**Run 1: signal wires on met4**

Supply wires on this layer in gray. Cells faint in the background.
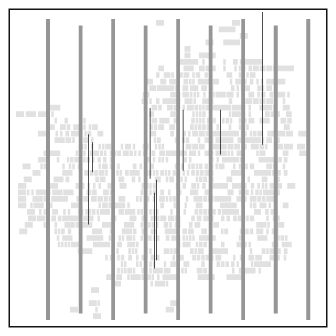
**Run 1: M2 wires**

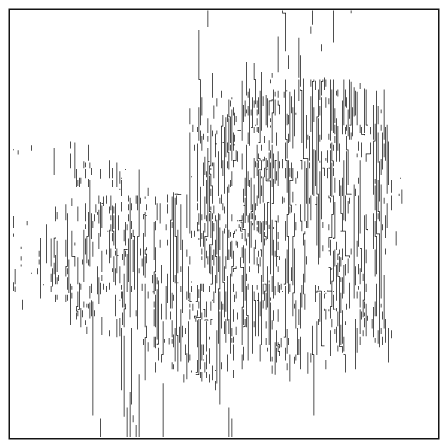
**Run 1: signal wires on met3**

The bar under the picture is 50 um long. Cells faint in the background.
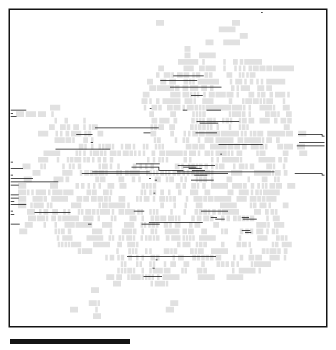
--- src/rtl/vend_pkg.sv ---
// vend_pkg: shared constants, types and helpers for the vending controller.
// Optional feature macro used elsewhere in this slice: VEND_SALES_CNT_EN.
package vend_pkg;

  // Width of credit and price arithmetic.
  localparam int CREDIT_W = 9;

  // change_rem carries one extra bit so bounced coins on top of a full
  // credit (up to MAX_CREDIT plus a burst of coins) never wrap.
  localparam int REM_W = CREDIT_W + 1;

  localparam int COIN_5  = 5;
  localparam int COIN_10 = 10;
  localparam int COIN_25 = 25;

  typedef logic [CREDIT_W-1:0] credit_t;
  typedef logic [REM_W-1:0]    rem_t;

  typedef enum logic {
    IDLE,
    CHANGE
  } vend_state_t;

  // Value of all coins detected in one cycle; simultaneous detects add up.
  function automatic rem_t coin_sum(input logic d5, input logic d10, input logic d25);
    rem_t s;
    s = '0;
    if (d5)  s = s + rem_t'(COIN_5);
    if (d10) s = s + rem_t'(COIN_10);
    if (d25) s = s + rem_t'(COIN_25);
    return s;
  endfunction

  // Add coins to the pending change without ever wrapping the register.
  function automatic rem_t sat_add_rem(input rem_t a, input rem_t b);
    logic [REM_W:0] s;
    s = {1'b0, a} + {1'b0, b};
    return s[REM_W] ? '1 : s[REM_W-1:0];
  endfunction

endpackage

--- src/rtl/vend_if.sv ---
// vend_if: coin/buy/return bundle between the front end and the controller.
// master = coin acceptor / keypad / tube sensors side, slave = vend_ctrl.
interface vend_if;
  import vend_pkg::*;

  logic    detect_5;
  logic    detect_10;
  logic    detect_25;
  logic    buy;
  logic    return_coins;
  credit_t amount;
  logic    empty_5;
  logic    empty_10;
  logic    empty_25;

  logic    ok;
  logic    return_5;
  logic    return_10;
  logic    return_25;
  credit_t total;
  logic    busy;

  modport master (
    output detect_5, detect_10, detect_25, buy, return_coins, amount,
           empty_5, empty_10, empty_25,
    input  ok, return_5, return_10, return_25, total, busy
  );

  modport slave (
    input  detect_5, detect_10, detect_25, buy, return_coins, amount,
           empty_5, empty_10, empty_25,
    output ok, return_5, return_10, return_25, total, busy
  );

endinterface

--- src/rtl/vend_change_sel.sv ---
// vend_change_sel: greedy single-coin picker for dispensing change.
// Picks the largest coin that fits in change_rem and whose tube is not empty.
module vend_change_sel
  import vend_pkg::*;
(
  input  rem_t       change_rem,
  input  logic       empty_5,
  input  logic       empty_10,
  input  logic       empty_25,
  output logic [2:0] coin_sel,
  output rem_t       coin_val
);

  // Largest coin first; coin_sel is one-hot {25,10,5}, all zero when nothing fits.
  always_comb begin
    coin_sel = 3'b000;
    coin_val = '0;
    if ((change_rem >= rem_t'(COIN_25)) && !empty_25) begin
      coin_sel = 3'b100;
      coin_val = rem_t'(COIN_25);
    end else if ((change_rem >= rem_t'(COIN_10)) && !empty_10) begin
      coin_sel = 3'b010;
      coin_val = rem_t'(COIN_10);
    end else if ((change_rem >= rem_t'(COIN_5)) && !empty_5) begin
      coin_sel = 3'b001;
      coin_val = rem_t'(COIN_5);
    end
  end

endmodule

--- src/rtl/vend_ctrl.sv ---
// vend_ctrl: vending-machine controller, responder end of coin/buy/return.
// Credits coins, accepts or rejects purchases, pays change one coin a cycle.
// Define VEND_SALES_CNT_EN to add a saturating sales_cnt output.
module vend_ctrl
  import vend_pkg::*;
#(
  parameter int MAX_CREDIT = 500
) (
  input  logic        clk,
  input  logic        rst,
  vend_if.slave       bus
`ifdef VEND_SALES_CNT_EN
  ,
  output logic [15:0] sales_cnt
`endif
);

  localparam rem_t MAX_CREDIT_R = rem_t'(MAX_CREDIT);

  vend_state_t    state_q, state_d;
  credit_t        credit_q, credit_d;
  rem_t           change_rem_q, change_rem_d;
  logic           ok_q, ok_d;
  logic [2:0]     ret_q, ret_d;
  logic           busy_q, busy_d;

  rem_t           coins;
  rem_t           intake;
  logic [REM_W:0] refill;
  logic [2:0]     coin_sel;
  rem_t           coin_val;
  logic           accept_buy;

  assign coins = coin_sum(bus.detect_5, bus.detect_10, bus.detect_25);

  vend_change_sel u_change_sel (
    .change_rem (change_rem_q),
    .empty_5    (bus.empty_5),
    .empty_10   (bus.empty_10),
    .empty_25   (bus.empty_25),
    .coin_sel   (coin_sel),
    .coin_val   (coin_val)
  );

  // Credit and pending-change bookkeeping for coin intake, buy, return and payout.
  always_comb begin
    credit_d     = credit_q;
    change_rem_d = change_rem_q;
    accept_buy   = 1'b0;
    intake       = rem_t'(credit_q) + coins;
    refill       = {1'b0, rem_t'(credit_q)} + {1'b0, change_rem_q};
    case (state_q)
      IDLE: begin
        if (bus.buy && (credit_q >= bus.amount)) begin
          accept_buy   = 1'b1;
          change_rem_d = rem_t'(credit_q - bus.amount) + coins;
          credit_d     = '0;
        end else if (bus.return_coins) begin
          change_rem_d = intake;
          credit_d     = '0;
        end else if (intake <= MAX_CREDIT_R) begin
          credit_d = credit_t'(intake);
        end else begin
          change_rem_d = coins;
        end
      end
      CHANGE: begin
        if (coin_sel != 3'b000) begin
          change_rem_d = sat_add_rem(change_rem_q - coin_val, coins);
        end else begin
          credit_d     = (refill > {1'b0, MAX_CREDIT_R}) ? credit_t'(MAX_CREDIT)
                                                         : credit_t'(refill);
          change_rem_d = coins;
        end
      end
      default: begin
        credit_d     = credit_q;
        change_rem_d = change_rem_q;
      end
    endcase
  end

  // Stay in CHANGE while any change is still owed.
  always_comb begin
    state_d = state_q;
    case (state_q)
      IDLE:    if (change_rem_d != '0) state_d = CHANGE;
      CHANGE:  if (change_rem_d == '0) state_d = IDLE;
      default: state_d = IDLE;
    endcase
  end

  // Next values of the registered pulses and busy flag.
  always_comb begin
    ok_d   = accept_buy;
    ret_d  = (state_q == CHANGE) ? coin_sel : 3'b000;
    busy_d = (state_d == CHANGE);
  end

  // State register.
  always_ff @(posedge clk) begin
    if (rst) begin
      state_q <= IDLE;
    end else begin
      state_q <= state_d;
    end
  end

  // Datapath and output registers; reset also abandons any change in flight.
  always_ff @(posedge clk) begin
    if (rst) begin
      credit_q     <= '0;
      change_rem_q <= '0;
      ok_q         <= 1'b0;
      ret_q        <= 3'b000;
      busy_q       <= 1'b0;
    end else begin
      credit_q     <= credit_d;
      change_rem_q <= change_rem_d;
      ok_q         <= ok_d;
      ret_q        <= ret_d;
      busy_q       <= busy_d;
    end
  end

  assign bus.ok        = ok_q;
  assign bus.return_5  = ret_q[0];
  assign bus.return_10 = ret_q[1];
  assign bus.return_25 = ret_q[2];
  assign bus.total     = credit_q;
  assign bus.busy      = busy_q;

`ifdef VEND_SALES_CNT_EN
  logic [15:0] sales_cnt_q, sales_cnt_d;

  // Count accepted purchases, holding at the top value.
  always_comb begin
    sales_cnt_d = sales_cnt_q;
    if (ok_d && (sales_cnt_q != 16'hFFFF)) begin
      sales_cnt_d = sales_cnt_q + 16'd1;
    end
  end

  // Sales counter register.
  always_ff @(posedge clk) begin
    if (rst) begin
      sales_cnt_q <= '0;
    end else begin
      sales_cnt_q <= sales_cnt_d;
    end
  end

  assign sales_cnt = sales_cnt_q;
`endif

endmodule

--- src/flat_wrapper.sv ---
// flat-port wrapper written by rule: the top's interface ports become plain ports
module vend_ctrl_flat import vend_pkg::*;
#(
  parameter int MAX_CREDIT = 500
)
  (clk, rst, bus_detect_5, bus_detect_10, bus_detect_25, bus_buy, bus_return_coins, bus_amount, bus_empty_5, bus_empty_10, bus_empty_25, bus_ok, bus_return_5, bus_return_10, bus_return_25, bus_total, bus_busy);
  vend_if bus_i ();
  input  logic clk;
  input  logic rst;
  input wire logic [$bits(bus_i.detect_5)-1:0] bus_detect_5;
  input wire logic [$bits(bus_i.detect_10)-1:0] bus_detect_10;
  input wire logic [$bits(bus_i.detect_25)-1:0] bus_detect_25;
  input wire logic [$bits(bus_i.buy)-1:0] bus_buy;
  input wire logic [$bits(bus_i.return_coins)-1:0] bus_return_coins;
  input wire logic [$bits(bus_i.amount)-1:0] bus_amount;
  input wire logic [$bits(bus_i.empty_5)-1:0] bus_empty_5;
  input wire logic [$bits(bus_i.empty_10)-1:0] bus_empty_10;
  input wire logic [$bits(bus_i.empty_25)-1:0] bus_empty_25;
  output wire logic [$bits(bus_i.ok)-1:0] bus_ok;
  output wire logic [$bits(bus_i.return_5)-1:0] bus_return_5;
  output wire logic [$bits(bus_i.return_10)-1:0] bus_return_10;
  output wire logic [$bits(bus_i.return_25)-1:0] bus_return_25;
  output wire logic [$bits(bus_i.total)-1:0] bus_total;
  output wire logic [$bits(bus_i.busy)-1:0] bus_busy;
  assign bus_i.detect_5 = bus_detect_5;
  assign bus_i.detect_10 = bus_detect_10;
  assign bus_i.detect_25 = bus_detect_25;
  assign bus_i.buy = bus_buy;
  assign bus_i.return_coins = bus_return_coins;
  assign bus_i.amount = bus_amount;
  assign bus_i.empty_5 = bus_empty_5;
  assign bus_i.empty_10 = bus_empty_10;
  assign bus_i.empty_25 = bus_empty_25;
  assign bus_ok = bus_i.ok;
  assign bus_return_5 = bus_i.return_5;
  assign bus_return_10 = bus_i.return_10;
  assign bus_return_25 = bus_i.return_25;
  assign bus_total = bus_i.total;
  assign bus_busy = bus_i.busy;
  vend_ctrl #(.MAX_CREDIT(MAX_CREDIT)) u_core (.clk(clk), .rst(rst), .bus(bus_i));
endmodule
--- config.mk ---
export PLATFORM = sky130hd
export DESIGN_NAME = vend_ctrl_flat
export DESIGN_NICKNAME = d
export VERILOG_FILES = /design/src/rtl/vend_pkg.sv /design/src/rtl/vend_if.sv /design/src/rtl/vend_change_sel.sv /design/src/rtl/vend_ctrl.sv /design/src/flat_wrapper.sv
export SDC_FILE = /design/constraint.sdc
export NUM_CORES = 1
export LEC_CHECK = 0
export ABC_AREA = 1
export ABC_CLOCK_PERIOD_IN_PS = 3950
export CAP_MARGIN = 40
export CORE_MARGIN = 2
export CORE_UTILIZATION = 24
export CTS_BUF_LIST = sky130_fd_sc_hd__clkbuf_8
export DETAILED_ROUTE_END_ITERATION = 10
export GPL_ROUTABILITY_DRIVEN = 0
export SYNTH_ARGS = -nofsm -noshare
export SYNTH_HDL_FRONTEND = slang
export SYNTH_SLANG_ARGS = --single-unit
export TNS_END_PERCENT = 10
--- constraint.sdc ---
create_clock -name clk -period 3.95 [get_ports clk]
set_clock_uncertainty 0.1 [all_clocks]
set_input_delay 0.395 -clock clk [delete_from_list [all_inputs] [get_ports clk]]
set_output_delay 0.395 -clock clk [all_outputs]
set_load 0.05 [all_outputs]
==> results.cfg, run 1 <==
; generated from flow reports
[clock_tree]
clock-root-buffer = clkbuf_8
htreeDepth = 1
clkTransAtPathRegs_ns = 0.10
cts_sinks = 24
hold_buffers = 0

[place]
dpl.cell_count = 963
place_hpwl_um = 11160
io_buffers = 32
post-place-ws_ns = -0.2186

[timing]
rsz0062_at_grt = true
fin_crit_sh_pct = 98.13
setup_tns_ns = 0
setup_viol = 0
setup_slack_ns = 0.07393
whs_ns = 0.5807
slew_headroom_pct = 47.81
period_needed_ns = 3.876
max_freq_ghz = 0.2580
final-max-slew-violation-count = 0

[critical_path]
critPathBufInv = 2
critical_path_class = flop to flop
cp.required_ns = 4.02
cp_slowest_stage_delay_ns = 0.35
reg2reg_setup_slack_ns = 0.07
critPathMaxFanout = 8
critPathSlowestCell = dfxtp_2
path_delay_family = simple AND/OR/NAND/NOR gates
crit_path_start_kind = flop

[yosys]
synthAoiAreaFrac_pct = 16.46
logic_family = simple AND/OR/NAND/NOR gates
common_cells = nand2_1 (146), inv_1 (98), nor2_1 (57)
async_reset_ff_share_pct = 0
synth_top_area_share_pct = 15.31
topCellsByArea = ha_1 (15%), nand2_1 (14%), dfxtp_1 (12%)
yosys_area_um2 = 3923
yosysWarningCount = 0

[min_path]
worstHoldPathType = flop to flop

[detailed_routing]
drtIter0Drc = 243
routedWlPerCell_um = 13.69
dr.pass1.iters = 5
ant_nets = 0

[pwr]
p_per_area_nw_per_um2 = 1007
power_mw = 5.371
seqPwrFrac_pct = 8.9
p_leak_nw = 2.778
p_int_mw = 2.559

[grt]
grt_overflow_total = 0
track_usage_pct = 14.99
grt_pass1_wl_um = 21110
grt_antenna_before_repair = 0
grt_max_degree = 22

[finish]
final-seq-area_um2 = 489.2
area_delta_synth_final_pct = 36.01

[floorplanning]
core_util_floorplan_pct = 24.60
placementRows = 46
dieArea_um2 = 17380
die_w_um = 131.8
die_h_um = 131.8

[outcome]
status = complete, no violations

[flow_run]
maxCapViolations = 0
## Picture notes: 'signal wires on met4'
The wires run mostly vertical. The longest straight run is 55.1 um. 8 nets have wire on it. The layer carries 242 um of wire. The layer holds 1.8% of the routed length.
routed via count: 4446
final WL: 13290 um

## Picture notes: 'M2 wires'
The longest straight run is 44.0 um. The layer carries 5780 um of wire. The wires run mostly vertical. 650 nets have wire on it.
M2 GR Usage: 24.05%

## Picture notes: 'signal wires on met3'
The layer holds 4.6% of the routed length. 57 nets have wire on it. The layer carries 611 um of wire. The longest straight run is 60.7 um.

[run 1: tightest hold or removal path, stage by stage, from the launching register on]
cell and delay (ns):
dfxtp_1 0.41, o21ai_0 0.18, a21oi_1 0.05
[run 1: cell type report]
| class | instances | share of cell area [%] |
|---|---|---|
| timing repair buffer | 122 | 18.71 |
| inverter | 106 | 7.458 |
| clock buffer | 3 | 0.7739 |
| multi-input combinational | 499 | 58.26 |
| sequential | 24 | 9.170 |
| clock inverter | 1 | 0.5629 |
| tap | 216 | 5.066 |
[run 1: placed cells by master (no fill, tap or decap), drive strengths merged, types with 7 or more instances in the layout]
cell type,count
o21ai,37
inv,104
nor3,7
dfxtp,24
nand4,14
nand2,155
ha,48
nor2,61
clkdlybuf4s50,31
o211ai,7
nand3,59
a21oi,57
fa,11
xnor2,10
buf,90
xor2,11
[run 1: worst paths after layout]
path | start | endpoint | cells after the start
max | u_core.change_rem_q[7]$_SDFF_PP0_ | u_core.bus.busy$_SDFF_PP0_ | 24
min reg2reg | u_core.bus.total[0]$_SDFFE_PP0P_ | u_core.bus.total[0]$_SDFFE_PP0P_ | 2
min | u_core.bus.total[0]$_SDFFE_PP0P_ | u_core.bus.total[0]$_SDFFE_PP0P_ | 2
max reg2reg | u_core.change_rem_q[7]$_SDFF_PP0_ | u_core.bus.busy$_SDFF_PP0_ | 24
[run 1: sequential cells by signal, indices dropped and copies added (netlist names)]
name,cells
u_core.bus.total,9
u_core.change_rem_q,10
u_core.ret_q,3
u_core.bus.busy,1
u_core.bus.ok,1
[run 1: routing by layer]
layer	vias up	track usage (%)	routed length, um
met2	103	24.05	5780
met1	2001	21.31	6659
li1	2325	-	-
met4	0	3.804	242
met3	17	1.769	611
met5	-	0	0
[run 1: cell families (layout without fill, tap and decap cells)]
| logic type | Yosys count | in the layout |
|---|---|---|
| AND-OR/OR-AND | 117 | 117 |
| XOR/XNOR | 21 | 21 |
| adder cells (fa/ha/maj) | 59 | 59 |
| buffers and inverters | 115 | 232 |
| flip-flops | 24 | 24 |
| AND/OR/NAND/NOR | 302 | 302 |
[run 1: what timing repair did]
action / 4_1_cts / 5_1_grt
buffers inserted: 1 / 3
endpoints found under the setup margin: 10 / 11
gates resized: 9 / 23
pin swaps: 5 / 15
[run 1: power groups by stage]
stage | Clock [mW] | Combinational [mW] | Sequential, mW
after global placement | 0 | 4.28 | 0.473
after global routing | 0.241 | 5.18 | 0.486
final | 0.228 | 4.67 | 0.477
after CTS | 0.232 | 4.38 | 0.468
after detailed placement | 0 | 4.28 | 0.469
after floorplan | 0 | 2.65 | 0.577
==> inputs of run 2 (changes only) <==
--- a/config.mk
+++ b/config.mk
@@ -6,7 +6,7 @@
 export NUM_CORES = 1
 export LEC_CHECK = 0
 export ABC_AREA = 1
-export ABC_CLOCK_PERIOD_IN_PS = 3950
+export ABC_CLOCK_PERIOD_IN_PS = 4850
 export CAP_MARGIN = 40
 export CORE_MARGIN = 2
 export CORE_UTILIZATION = 24
==> constraint.sdc (replaced) <==
create_clock -name clk -period 4.85 [get_ports clk]
set_clock_uncertainty 0.1 [all_clocks]
set_input_delay 0.485 -clock clk [delete_from_list [all_inputs] [get_ports clk]]
set_output_delay 0.485 -clock clk [all_outputs]
set_load 0.05 [all_outputs]
**Run 2: selected gate families**

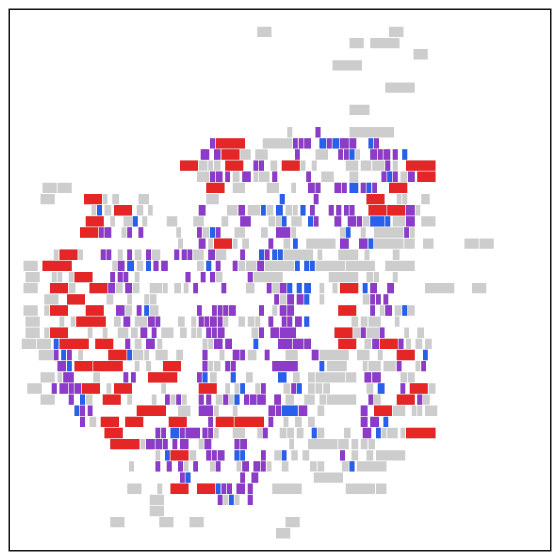
Key: red = fa/ha/maj cells [cells 59]; blue = nor cells [cells 68]; purple = nand cells [cells 231]
Commonest Layout Cell: nand2_1
Non-Filler Instances: 887

**Run 2: the clock network**

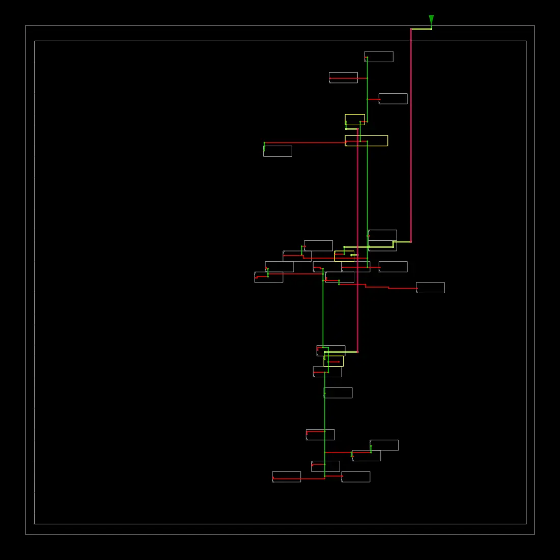
CTS sink cnt: 24
Layout clock buffers: 3
Clock Power: 0.191 mW
CTS Buf Count: 3

==> run 2 against run 1 <==
Sequential cell count did not move. Count of clock-buffer cells in the layout did not move. Clock power fell by 16%. Global-route usage fell by 0.95 points. Cell area fell by 14%. Via count fell by 7.3%.
==> results.cfg, run 2 <==
; generated from flow reports
[grt]
track_usage_pct = 14.04
grt_pass1_wl_um = 19940
grt_max_degree = 22
grt_overflow_total = 0
grt_pass1_vias = 3923
grt_antenna_before_repair = 0

[clock_tree]
clock-root-buffer = clkbuf_8
post_cts.repair.setup_buffers = 0
clock.latency.late_pin_ns = 0.30
htreeDepth = 1
ctsResizeCount = 0
cts.path.max_buffers = 2
cts_tree = built
hold_buffers = 0
clkTransAtPathRegs_ns = 0.10

[flow_run]
log.warning_count = 30
maxCapViolations = 0

[floorplanning]
die_w_um = 131.8
ios = 33
dieArea_um2 = 17380
placementRows = 46
coreArea_um2 = 15940
core_util_floorplan_pct = 24.60
die_h_um = 131.8

[outcome]
status = complete, no violations

[min_path]
worstHoldPathType = flop to flop

[place]
dpl-instance-area_um2 = 4514
io_buffers = 32
post-place-ws_ns = 0.2519
place_hpwl_um = 9939

[detailed_routing]
drtIter0Drc = 354
ant_nets = 0
wirelength_um = 12050
via_per_inst = 4.647
num_vias = 4122
dr.pass1.iters = 5
routedWlPerCell_um = 13.58
drc_errors = 0

[yosys]
syn_inst = 638
yosys_area_um2 = 3923
synth.avg_cell_area_um2 = 6.148
common_cells = nand2_1 (146), inv_1 (98), nor2_1 (57)
fp_nets = 716
synth_top_area_share_pct = 15.31
synth-edff-count = 0
yosysWarningCount = 0
syn-cell-area_um2 = 3923
topCellsByArea = ha_1 (15%), nand2_1 (14%), dfxtp_1 (12%)
numSynthFlops = 24
ys_types = 39
ys.flop_type = dfxtp_1
yosysCellCount = 638
largest_area_cell = ha_1
seq_area_frac_synth_pct = 12.25
async_reset_ff_share_pct = 0
top_cell = nand2_1

[timing]
fin_crit_sh_pct = 89.97
tightest_slew_ns = 0.7798
period_needed_ns = 4.363
final-max-slew-violation-count = 0
finalHoldViolCount = 0
max_freq_ghz = 0.2292
rsz0062_at_grt = false
setup_tns_ns = 0
setup_slack_ns = 0.4866
setup_viol = 0
slew_headroom_pct = 47.95

[critical_path]
cp.required_ns = 4.94
end_kind = flop
cp_slowest_stage_delay_ns = 0.58
critPathSlowestCell = clkdlybuf4s50_1
arrival_ns = 4.45
critPathMaxFanout = 6
cp_cell_sequence = clkdlybuf4s50_1 > ha_1 > inv_1 > o22ai_1 > inv_1 > fa_1 > inv_1 > ha_1 > nand2_1 > or2_2 > nand3_1 > nand2_1 > a21oi_1 > o21ai_0 > nand3_1 > nand2_1 > a21oi_1 > nand3_1 > o21bai_1 > nand2_1
crit_path_start_kind = input port
cp_common_cell = nand2_1
critical_path_class = input port to flop

[finish]
layout.nets = 750
diodes = 0
largest_register_ffs = 10
regMostFlops = u_core.change_rem_q
final_cell_mix = nand2_1 (146), inv_1 (98), nor2_1 (57)
stdcell_area_um2 = 4586
drive_above_1_share_pct = 6.110
area_delta_synth_final_pct = 16.91
n_fill_cell = 1799

[pwr]
p_sw_mw = 2.045
p_sw_share_pct = 57.78
vdd.ir_drop.worst_uv = 249.7
p_leak_nw = 2.348
combPwrFrac_pct = 83.2
p_per_area_nw_per_um2 = 772.0
seqPwrFrac_pct = 11.4
clockPowerShare_pct = 5.4
p_int_mw = 1.495
## run 2: netlist changes by cell type in the layout (fill, tap and decap cells not counted), moves of 3 or more
cell     change
dfxtp_1      +5
ha_1         +3
a21oi_2      -4
dfxtp_2      -4
a21oi_1      +4
buf_4       -84
nor2_1       +3
## run 2: kinds of logic after synthesis
logic type	count (synthesis)	synth area share, %
simple gates	302	34.42
compound gates	117	16.46
buf+inv	115	11.26
fa+ha+maj	59	20.93
flops	24	12.25
xor+xnor	21	4.689
## run 2: metal layers
layer / GRT usage, % / part of all wire, % / wire (um) / vias up
li1: - / - / - / 2167
met1: 19.33 / 49 / 5855 / 1834
met2: 23.73 / 45 / 5451 / 108
met3: 0.8458 / 4.4 / 536 / 13
met4: 3.986 / 1.7 / 203 / 0
met5: 0 / 0 / 0 / -
## run 2: final timing paths
| kind | from | slack, ns | depth (start not counted) | to |
|---|---|---|---|---|
| setup / recovery | bus_detect_5 | 0.49 | 20 | u_core.bus.busy$_SDFF_PP0_ |
| hold reg to reg | u_core.bus.total[0]$_SDFFE_PP0P_ | 0.58 | 2 | u_core.bus.total[0]$_SDFFE_PP0P_ |
| setup reg to reg | u_core.change_rem_q[8]$_SDFF_PP0_ | 0.58 | 27 | u_core.bus.busy$_SDFF_PP0_ |
| hold / removal | u_core.bus.total[0]$_SDFFE_PP0P_ | 0.58 | 2 | u_core.bus.total[0]$_SDFFE_PP0P_ |
## run 2: metrics by stage
stage	total power [mW]	instances	util (%)	hold slack, ns
2_1_floorplan	2.629	638	-	0.5269
3_3_place_gp	3.334	883	28.32	0.5924
3_5_place_dp	3.311	883	28.32	0.5687
4_1_cts	3.523	887	28.76	0.5830
5_1_grt	3.977	887	28.76	0.6405
6_report	3.540	887	28.76	0.5824
## run 2: critical path, delay by kind of cell
kind / cells / cell delay, ns
compound gates: 5 / 1.11
fa+ha+maj: 3 / 1.10
buf+inv: 4 / 0.88
simple gates: 8 / 0.87
## run 2: final cells by class
class / instances / area, um^2 / area share, %
clock buffer: 3 / 41.29 / 0.9004
clock inverter: 1 / 30.03 / 0.6548
inverter: 106 / 397.9 / 8.677
multi-input combinational: 499 / 3000 / 65.43
sequential: 24 / 480.5 / 10.48
tap: 216 / 270.3 / 5.894
timing repair buffer: 38 / 365.4 / 7.967
## run 2: power groups by stage
| stage | registers [mW] | logic [mW] | clock network (mW) |
|---|---|---|---|
| after global placement | 0.409 | 2.93 | 0 |
| after CTS | 0.405 | 2.93 | 0.194 |
| after detailed placement | 0.409 | 2.90 | 0 |
| after floorplan | 0.470 | 2.16 | 0 |
| after global routing | 0.414 | 3.36 | 0.199 |
| final | 0.404 | 2.95 | 0.191 |
==> inputs of run 3 (changes only) <==
--- a/config.mk
+++ b/config.mk
@@ -6,7 +6,7 @@
 export NUM_CORES = 1
 export LEC_CHECK = 0
 export ABC_AREA = 1
-export ABC_CLOCK_PERIOD_IN_PS = 4850
+export ABC_CLOCK_PERIOD_IN_PS = 4200
 export CAP_MARGIN = 40
 export CORE_MARGIN = 2
 export CORE_UTILIZATION = 24
==> constraint.sdc (replaced) <==
create_clock -name clk -period 4.2 [get_ports clk]
set_clock_uncertainty 0.1 [all_clocks]
set_input_delay 0.42 -clock clk [delete_from_list [all_inputs] [get_ports clk]]
set_output_delay 0.42 -clock clk [all_outputs]
set_load 0.05 [all_outputs]
**Run 3: the metal 1 layer**

Supply wires on this layer in gray.
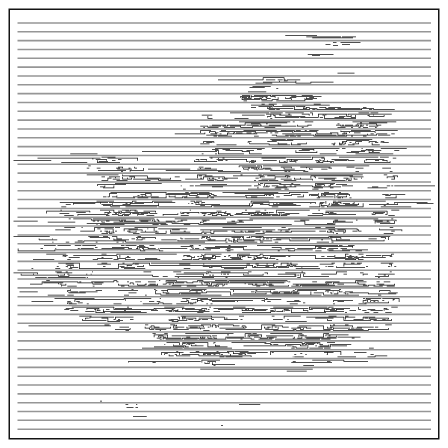
The wires run mostly horizontal. The layer carries 6420 um of wire. The longest straight run is 39.6 um.

**Run 3: signal wires on met3**

The bar under the picture is 50 um long. Cells faint in the background.
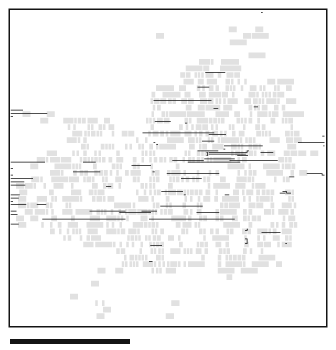
55 nets have wire on it. The wires run mostly horizontal. The layer carries 547 um of wire. The layer holds 4.3% of the routed length. The longest straight run is 35.4 um.

==> run 3 against run 2 <==
Core utilization increased by 1.6 points. Combinational power increased by 31%. Synthesized cell count unchanged. Routed wire length increased by 6.2%. Area after synthesis unchanged. Sequential power increased by 14%. Hold slack improved by 0.020 ns. First-iteration DRC count decreased by 7.6%. Clock power decreased by 13%. Cell area increased by 5.5%. Setup slack got worse by 0.25 ns. Largest power group unchanged.
==> results.cfg, run 3 <==
; generated from flow reports
[outcome]
status = complete, no violations

[floorplanning]
dieArea_um2 = 17380
die_h_um = 131.8
core_util_floorplan_pct = 24.60
placementRows = 46
die_w_um = 131.8
coreArea_um2 = 15940
ios = 33

[finish]
area_delta_synth_final_pct = 23.35
stdcell_area_um2 = 4838
regMostFlops = u_core.change_rem_q
fin_util_pct = 30.35
final_cells = 910
layout.nets = 773
layout_top_cell = nand2_1
drive_above_1_share_pct = 12.68
largest_register_ffs = 10
final_cell_mix = nand2_1 (144), inv_1 (96), nor2_1 (54)

[timing]
final-max-slew-violation-count = 0
setup_viol = 0
finalHoldViolCount = 0
slew_headroom_pct = 43.47
max_freq_ghz = 0.2526
whs_ns = 0.6025
fin_crit_sh_pct = 94.25
period_needed_ns = 3.959

[place]
dpl.cell_count = 903
io_buffers = 32
place_hpwl_um = 10680
dpl-instance-area_um2 = 4664

[grt]
track_usage_pct = 14.79
grt_overflow_total = 0
grt_pass1_wl_um = 20820
grt_pass1_vias = 4124
grt_max_degree = 22
grt_antenna_before_repair = 0

[min_path]
holdPathStages = 2
min_to = u_core.bus.total[0]$_SDFFE_PP0P_
worstHoldPathType = flop to flop
hold_path.startpoint = u_core.bus.total[0]$_SDFFE_PP0P_

[clock_tree]
clock.latency.late_pin_ns = 0.28
cts.path.max_buffers = 2
cts_made_buffers = 3
clkTransAtPathRegs_ns = 0.09
htreeDepth = 1
cts_tree = built
cts_sinks = 24
clock-root-buffer = clkbuf_8
hold_buffers = 0

[yosys]
syn_inst = 638
synth.avg_cell_area_um2 = 6.148
async_reset_ff_share_pct = 0
top_cell = nand2_1
ys.flop_type = dfxtp_1
largest_area_cell = ha_1
seq_area_frac_synth_pct = 12.25
common_cells = nand2_1 (146), inv_1 (98), nor2_1 (57)
yosysWarningCount = 0
synth-edff-count = 0
syn-cell-area_um2 = 3923
yosys_area_um2 = 3923
numSynthFlops = 24
synth_top_area_share_pct = 15.31
topCellsByArea = ha_1 (15%), nand2_1 (14%), dfxtp_1 (12%)
ys_types = 39
fp_nets = 716

[pwr]
p_per_area_nw_per_um2 = 929.3
vdd.ir_drop.worst_uv = 297.4
p_leak_nw = 2.472

[critical_path]
cp_slowest_stage_delay_ns = 0.35
cp_common_cell = nand2_2
r2r_end = u_core.bus.busy$_SDFF_PP0_
reg2reg_from = u_core.change_rem_q[8]$_SDFF_PP0_
critPathMaxFanout = 4
crit_path_start_kind = flop
path_delay_family = simple AND/OR/NAND/NOR gates
cp_cell_sequence = nor2_2 > nand4_1 > o21bai_2 > nand2_2 > or2_2 > ha_4 > a21oi_2 > nand2_2 > a31oi_1 > xor2_1 > ha_1 > nand2_2 > inv_1 > nand4_1 > o211ai_1 > buf_4 > xnor2_2 > a21oi_1 > a21oi_2 > nand2_1 > nor2_1 > nand3_1 > o21bai_1 > nand2_1
reg2reg_depth = 24
critPathSlowestCell = dfxtp_2
end_kind = flop
arrival_ns = 4.03
critPathBufInv = 2
reg2reg_setup_slack_ns = 0.24
critical_path_class = flop to flop

[detailed_routing]
dr.pass1.iters = 5
via_per_inst = 4.690
num_vias = 4268
wirelength_um = 12790
routedWlPerCell_um = 14.05
drc_errors = 0
ant_nets = 0

[flow_run]
log.warning_count = 30
maxCapViolations = 0
run 3: cell counts after synthesis:
Identical to the previous run, type by type.
run 3: metal layers:
metal	track usage, %	wire length [um]
met5	0	0
met4	4.891	281
met3	1.423	547
met2	23.82	5539
met1	20.72	6420
run 3: cell type report:
class / instances / area [um^2]
Clock buffer: 4 / 55.05
Fill cell: 1793 / 11100
Inverter: 106 / 397.9
Multi-Input combinational cell: 499 / 3089
Sequential cell: 24 / 488.0
Tap cell: 216 / 270.3
Timing Repair Buffer: 61 / 538.0
run 3: metrics by stage:
step | TNS, ns | setup WS [ns] | total power, mW
final | 0 | 0.2415 | 4.496
after global routing | -0.05643 | -0.05643 | 4.953
after CTS | 0 | 0.03593 | 4.201
after detailed placement | -0.07530 | -0.04829 | 4.001
after global placement | 0 | 0.009920 | 4.007
after floorplan | 0 | 0.4591 | 3.036
run 3: kinds of logic (layout without fill, tap and decap cells):
family,after synthesis,in the layout,synth area share [%]
xor+xnor,21,21,4.689
compound gates,117,117,16.46
flops,24,24,12.25
fa+ha+maj,59,59,20.93
buf+inv,115,171,11.26
simple gates,302,302,34.42
run 3: report_power, final:
group	internal (mW)	switching [mW]
clock network	0.0842	0.0826
registers	0.316	0.145
logic	1.56	2.31
run 3: worst max-delay path by stage:
stage / cells after the start / endpoint / from / slack [ns]
2_1_floorplan: 27 / u_core.bus.busy$_SDFF_PP0_ / u_core.change_rem_q[5]$_SDFF_PP0_ / 0.46
3_3_place_gp: 20 / u_core.bus.busy$_SDFF_PP0_ / bus_detect_5 / 0.01
3_5_place_dp: 26 / u_core.bus.busy$_SDFF_PP0_ / bus_empty_10 / -0.05
4_1_cts: 28 / u_core.bus.busy$_SDFF_PP0_ / u_core.change_rem_q[6]$_SDFF_PP0_ / 0.04
5_1_grt: 25 / u_core.bus.busy$_SDFF_PP0_ / u_core.change_rem_q[8]$_SDFF_PP0_ / -0.06
6_report: 24 / u_core.bus.busy$_SDFF_PP0_ / u_core.change_rem_q[8]$_SDFF_PP0_ / 0.24
run 3: timing repair:
item,4_1_cts,5_1_grt
gates resized,0,27
setup buffers,0,3
endpoints found under the setup margin,0,11
run 3: worst min-delay path, stage by stage (launching register included):
cell,delay [ns]
dfxtp_1,0.40
o21ai_0,0.20
a21oi_1,0.05
Power is estimated from default activity; no workload was simulated.
